<file path="config.mk">
export PLATFORM = sky130hd
export DESIGN_NAME = ext_ram_bridge
export DESIGN_NICKNAME = d
export VERILOG_FILES = /design/src/rtl/neander_pkg.sv /design/src/rtl/ext_ram_bridge.sv
export SDC_FILE = /design/constraint.sdc
export NUM_CORES = 1
export LEC_CHECK = 0
export CORE_UTILIZATION = 30
export DETAILED_ROUTE_END_ITERATION = 10
export PLACE_DENSITY_LB_ADDON = 0.15
export RECOVER_POWER = 50
export SETUP_SLACK_MARGIN = 0.4
export SLEW_MARGIN = 10
export SYNTH_ARGS = -nofsm -noshare
export SYNTH_HDL_FRONTEND = slang
export SYNTH_SLANG_ARGS = --single-unit
</file>
<file path="constraint.sdc">
create_clock -name clk -period 2.1 [get_ports clk]
set_input_delay 0.21 -clock clk [delete_from_list [all_inputs] [get_ports clk]]
set_output_delay 0.21 -clock clk [all_outputs]
set_load 0.01 [all_outputs]
</file>
<file path="src/rtl/neander_pkg.sv">
// Shared types and defaults for the Neander-X external SRAM bridge.
package neander_pkg;

  typedef enum logic [2:0] {
    ST_IDLE     = 3'd0,
    ST_RD_ACT   = 3'd1,
    ST_WR_SETUP = 3'd2,
    ST_WR_PULSE = 3'd3,
    ST_WR_HOLD  = 3'd4,
    ST_DONE     = 3'd5
  } bridge_state_t;

  localparam int DEFAULT_READ_WAIT  = 1;
  localparam int DEFAULT_WRITE_WAIT = 1;

endpackage

</file>
<file path="src/rtl/ext_ram_bridge.sv">
// Sequences CPU level read/write requests into timed SRAM cycles with
// registered pin outputs and a one-cycle mem_ready completion pulse.
module ext_ram_bridge
  import neander_pkg::*;
#(
  parameter int ADDR_BITS  = 5,
  parameter int READ_WAIT  = DEFAULT_READ_WAIT,
  parameter int WRITE_WAIT = DEFAULT_WRITE_WAIT
) (
  input  logic                 clk,
  input  logic                 reset,
  input  logic [7:0]           mem_addr,
  input  logic [7:0]           mem_data_out,
  input  logic                 mem_read,
  input  logic                 mem_write,
  output logic [7:0]           mem_rdata,
  output logic                 mem_ready,
  output logic                 busy,
  output logic [ADDR_BITS-1:0] ram_addr,
  output logic                 ram_we,
  output logic                 ram_oe,
  output logic [7:0]           ram_dout,
  output logic [7:0]           ram_doe,
  input  logic [7:0]           ram_din
);

  localparam logic [2:0] RD_WAIT_INIT = 3'(READ_WAIT);
  localparam logic [2:0] WR_WAIT_INIT = 3'(WRITE_WAIT);

  bridge_state_t        state_q, state_d;
  logic [2:0]           wait_q, wait_d;
  logic [ADDR_BITS-1:0] addr_q, addr_d;
  logic [7:0]           wdata_q, wdata_d;
  logic [7:0]           rdata_q, rdata_d;
  logic                 ram_we_q, ram_we_d;
  logic                 ram_oe_q, ram_oe_d;
  logic [7:0]           ram_doe_q, ram_doe_d;
  logic                 mem_ready_q, mem_ready_d;
  logic                 busy_q, busy_d;

  always_comb begin
    // NOTE: every variable gets a default before the case so no path leaves one unassigned (no latches).
    state_d = state_q;
    wait_d  = wait_q;
    addr_d  = addr_q;
    wdata_d = wdata_q;
    rdata_d = rdata_q;
    unique case (state_q)
      ST_IDLE: begin
        // A simultaneous read and write request services only the write.
        if (mem_write || mem_read) begin
          addr_d  = mem_addr[ADDR_BITS-1:0];
          wdata_d = mem_data_out;
          if (mem_write) begin
            state_d = ST_WR_SETUP;
          end else begin
            state_d = ST_RD_ACT;
            wait_d  = RD_WAIT_INIT;
          end
        end
      end
      ST_RD_ACT: begin
        if (wait_q == 3'd0) begin
          rdata_d = ram_din;
          state_d = ST_DONE;
        end else begin
          wait_d = wait_q - 3'd1;
        end
      end
      ST_WR_SETUP: begin
        state_d = ST_WR_PULSE;
        wait_d  = WR_WAIT_INIT;
      end
      ST_WR_PULSE: begin
        if (wait_q == 3'd0) begin
          state_d = ST_WR_HOLD;
        end else begin
          wait_d = wait_q - 3'd1;
        end
      end
      ST_WR_HOLD: state_d = ST_DONE;
      ST_DONE:    state_d = ST_IDLE;
      default:    state_d = ST_IDLE;
    endcase
  end

  // Pin controls are decoded from the next state so they leave the block straight from flops.
  always_comb begin
    ram_oe_d    = (state_d == ST_RD_ACT);
    ram_we_d    = (state_d == ST_WR_PULSE);
    ram_doe_d   = {8{(state_d == ST_WR_SETUP) || (state_d == ST_WR_PULSE) ||
                     (state_d == ST_WR_HOLD)}};
    mem_ready_d = (state_d == ST_DONE);
    busy_d      = (state_d != ST_IDLE);
  end

  always_ff @(posedge clk or posedge reset) begin
    if (reset) begin
      state_q     <= ST_IDLE;
      wait_q      <= '0;
      addr_q      <= '0;
      wdata_q     <= '0;
      rdata_q     <= '0;
      ram_we_q    <= 1'b0;
      ram_oe_q    <= 1'b0;
      ram_doe_q   <= '0;
      mem_ready_q <= 1'b0;
      busy_q      <= 1'b0;
    end else begin
      // NOTE: non-blocking assignments so every flop samples the pre-edge values.
      state_q     <= state_d;
      wait_q      <= wait_d;
      addr_q      <= addr_d;
      wdata_q     <= wdata_d;
      rdata_q     <= rdata_d;
      ram_we_q    <= ram_we_d;
      ram_oe_q    <= ram_oe_d;
      ram_doe_q   <= ram_doe_d;
      mem_ready_q <= mem_ready_d;
      busy_q      <= busy_d;
    end
  end

  assign ram_addr  = addr_q;
  assign ram_dout  = wdata_q;
  assign mem_rdata = rdata_q;
  assign ram_we    = ram_we_q;
  assign ram_oe    = ram_oe_q;
  assign ram_doe   = ram_doe_q;
  assign mem_ready = mem_ready_q;
  assign busy      = busy_q;

endmodule
</file>
### Logic cells by family, run 1

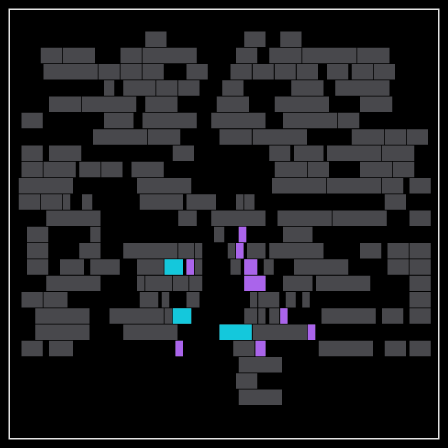
purple -> NOR gates  # cells 9
cyan -> AND-OR and OR-AND gates  # cells 3
fraction of area in multi-input gates: 25.4%
dominant logic cell type in the layout: clkdlybuf4s50_1
final cell count without fillers: 214

### Signal metal coverage by tile, run 1

The die is cut into 14 by 14 equal tiles; white is low, dark blue is high, scaled to the fullest tile. Values are wire area over tile area, all layers added.
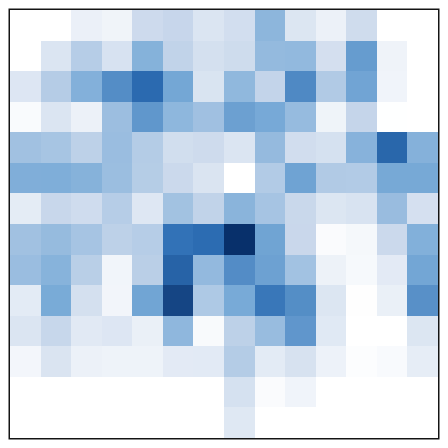
densest ninth of the die = middle
nearly empty tiles = 19%
tiles over half the peak = 14%
final WL: 2840 um
via count: 967
Tot GR Track Use: 12.3%
WL/cell: 13.3 um

### Clock routing, run 1

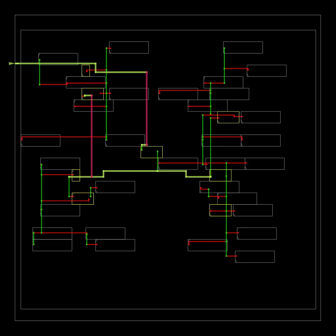
clk_lat worst skew: 0.28 ns
Setup Skew: 0.00565 ns
# clk buffers: 6
CTS Buf Count: 5
Clock net power: 0.480 mW

### Pin placement, run 1

Bar = 20 um. Pins as bars across the die edge, other pins in grey.
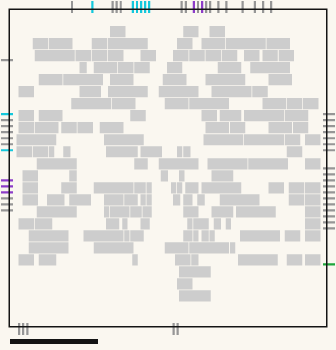
green -> mem_ready  # pins 1, direction output, edge right
purple -> ram_addr  # pins 5, direction output, edge 3 left, 2 top
cyan -> mem_rdata  # pins 8, direction output, edge 6 top, 2 left
all pins by edge = 23 top, 19 right, 14 left, 5 bottom
IO buf count: 57
Die W: 71.5 um
Die Y: 71.5 um

==> flow_summary_export.csv, run 1 <==
group,metric,value,unit
layout,layout_top_cells,"clkdlybuf4s50_1, dfrtp_1, mux2_4, dlygate4sd3_1",
timing,maxSlewHeadroom,47.9,%
grt,met3_usage,4.78,%
hold_path,hold_class,"register to register",
synth,floorplan.nets,134,
layout,diodes,0,
place,dp_cells,204,
critical_path,crit_path_start,"wait_q[1]",
critical_path,path_buffers,1,
critical_path,rrSetupSlack,0.44,ns
synth,yosys_warnings,0,
place,place_area,2010,um^2
critical_path,crit_slowest_cell,"and3b_1",
critical_path,r2r_cells,5,
outcome,outcome,"complete, no violations",
critical_path,cp-start-kind,"register",
routing,drt-met1-wl,1240,um
critical_path,critical_path_required,2.26,ns
critical_path,crit_family,"simple AND/OR/NAND/NOR gates",
timing,finalCritPeriodShare,79.1,%
place,gp_congestion,0.706,
synth,synthDominantCellAreaShare,55.2,%
floorplanning,chipArea,5120,um^2
hold_path,worstHoldStart,"wait_q[1]",
grt,grt_use_met2,19.6,%
clocking,clk_pin_slew,0.06,ns
timing,finalWorstSetupSlack,0.438,ns
floorplanning,fp_util,32.2,%
routing,drtAntennaViolNets,0,
layout,logic_area,544,um^2
synth,ys.flops,32,
timing,setup_tns,0,ns
layout,area_growth,47.6,%
grt,gr-max-usage-layer,"met2",
critical_path,cp-end-kind,"register",
grt,grt_max_degree,33,
timing,rsz0062_at_grt,"no",
critical_path,rr_startpoint,"wait_q[1]",
clocking,cts_root_buffer,"clkbuf_8",
critical_path,crit_cells,5,
synth,synth_seq_share,55.2,%
layout,fillerInstances,404,
clocking,cts_sinks,32,
synth,yosys-top-cells-area,"dfrtp_1, mux2_4, buf_4",
## run 1: cells by family (layout without fill, tap and decap cells)
| family | count (synthesis) | after routing | share of synthesized area [%] |
|---|---|---|---|
| fa+ha+maj | 2 | 2 | 1.73 |
| compound gates | 12 | 12 | 6.04 |
| buf+inv | 16 | 74 | 7.25 |
| flops | 32 | 32 | 55.2 |
| mux | 22 | 22 | 21.7 |
| simple gates | 20 | 20 | 8.11 |
## run 1: Yosys cell counts
cell type,n
buf_8,1
dfrtp_1,32
mux2i_1,1
nor3_2,1
a22o_1,1
a221oi_1,1
o221ai_1,1
clkbuf_1,1
nand2_1,5
mux2_4,18
o21ai_0,1
nand4_1,1
a21oi_1,5
nand2_8,1
a211o_1,1
inv_1,6
nor2_1,6
o211ai_1,1
nand3b_1,1
and3b_1,1
nor2b_1,1
ha_1,2
o21a_4,1
buf_6,1
nor3_1,1
mux2_2,3
or3_1,1
nand2b_1,1
buf_4,7
## run 1: report_power, final
group / total [mW] / switching (mW) / leakage, nW / internal, mW
clock network: 0.480 / 0.219 / 0.0510 / 0.261
registers: 1.13 / 0.201 / 0.381 / 0.926
logic: 1.73 / 0.652 / 0.524 / 1.08
total: 3.33 / 1.07 / 0.957 / 2.26
## run 1: worst register-to-register path, delay by kind of cell, from the launching register on
kind,cells,cell delay (ns)
buffers and inverters,1,0.09
flip-flops,1,0.38
multiplexers,1,0.33
AND/OR/NAND/NOR,2,0.54
adder cells (fa/ha/maj),1,0.21
## run 1: layout make-up
| type | instances | share of cell area [%] |
|---|---|---|
| flip-flops and latches | 32 | 37.4 |
| repair buffers | 60 | 28.8 |
| multi-input cells | 56 | 25.4 |
| clock buffers | 6 | 3.86 |
| well taps | 52 | 3.04 |
| inverters | 6 | 1.05 |
| clock inverters | 2 | 0.468 |
==> run 2: changes to the inputs <==
- clock period: 2.1 -> 1.5 ns (I/O delays scaled with it)
==> flow_summary_export.csv, run 2 <==
group,metric,value,unit
timing,clock_skew,0.00206,ns
synth,edf_count,0,
power,power.share.switching,32.9,%
timing,finalCritPeriodShare,92.8,%
outcome,outcome,"complete, no violations",
critical_path,cp-start-kind,"register",
floorplanning,chipArea,5120,um^2
synth,common_cells,"dfrtp_1, mux2_4, buf_4, inv_1, nor2_1",
grt,grt_use_met2,21.8,%
floorplanning,die_w,71.5,um
layout,logic_area,614,um^2
layout,area_growth,58.8,%
critical_path,rr_startpoint,"state_q[0]",
clocking,cts_root_buffer,"clkbuf_8",
power,power.internal,3.39,mW
synth,synth_seq_share,55.2,%
layout,stdcell_count,227,
clocking,cts_sinks,32,
grt,gr-max-usage-layer,"met2",
clocking,clk_pin_slew,0.06,ns
## run 2: area by class of cell
| class | count | share of cell area (%) |
|---|---|---|
| Sequential cell | 32 | 34.8 |
| Timing Repair Buffer | 73 | 30.5 |
| Multi-Input combinational cell | 57 | 26.7 |
| Clock buffer | 7 | 4.18 |
| Tap cell | 52 | 2.83 |
| Inverter | 6 | 0.978 |
## run 2: power groups by stage
| stage | Combinational [mW] | Sequential (mW) | Clock [mW] |
|---|---|---|---|
| after global routing | 2.99 | 1.62 | 0.761 |
| after detailed placement | 2.60 | 1.56 | 0 |
| after global placement | 2.55 | 1.55 | 0 |
| after CTS | 2.67 | 1.55 | 0.716 |
| final | 2.79 | 1.57 | 0.689 |
| after floorplan | 1.33 | 1.72 | 0 |
## run 2: worst paths after layout
path | end | slack, ns | cells past startpoint
worst max-delay path | ram_dout[7] | 0.11 | 3
min in group clk | mem_rdata[6] | 0.49 | 2
worst min-delay path | mem_rdata[6] | 0.25 | 2
worst min register to register | ram_addr[1] | 0.50 | 1
max in group asynchronous | ram_doe[0] | 0.32 | 3
worst max register to register | ram_dout[7] | 0.11 | 3
## run 2: timing repair
item                       in CTS  in global routing
gates resized                  80                 25
setup buffers                   7                  2
gates cloned                    1                  0
setup endpoints to repair      63                 50
pin swaps                       5                  4
## run 2: cell families (layout without fill, tap and decap cells)
group                      after synthesis  in the layout  synth area share, %
AOI/OAI and AO/OA                       12             13                 6.04
adders and majority gates                2              2                 1.73
buffers and inverters                   16             86                 7.25
DFF                                     32             32                 55.2
muxes                                   22             22                 21.7
and+or+nand+nor                         20             20                 8.11
## run 2: critical path, stage by stage (launching register included)
cell,delay [ns]
dfrtp_1,0.48
nor3_4,0.22
o21a_4,0.26
mux2_4,0.32
### Clock routing, run 2

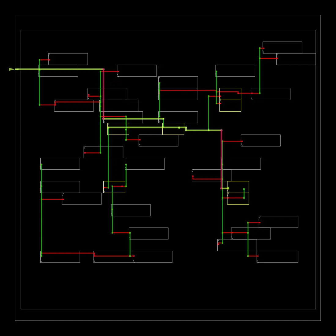
flip-flops: 32
clk_lat worst skew: 0.27 ns

Power and IR drop assume default switching activity.
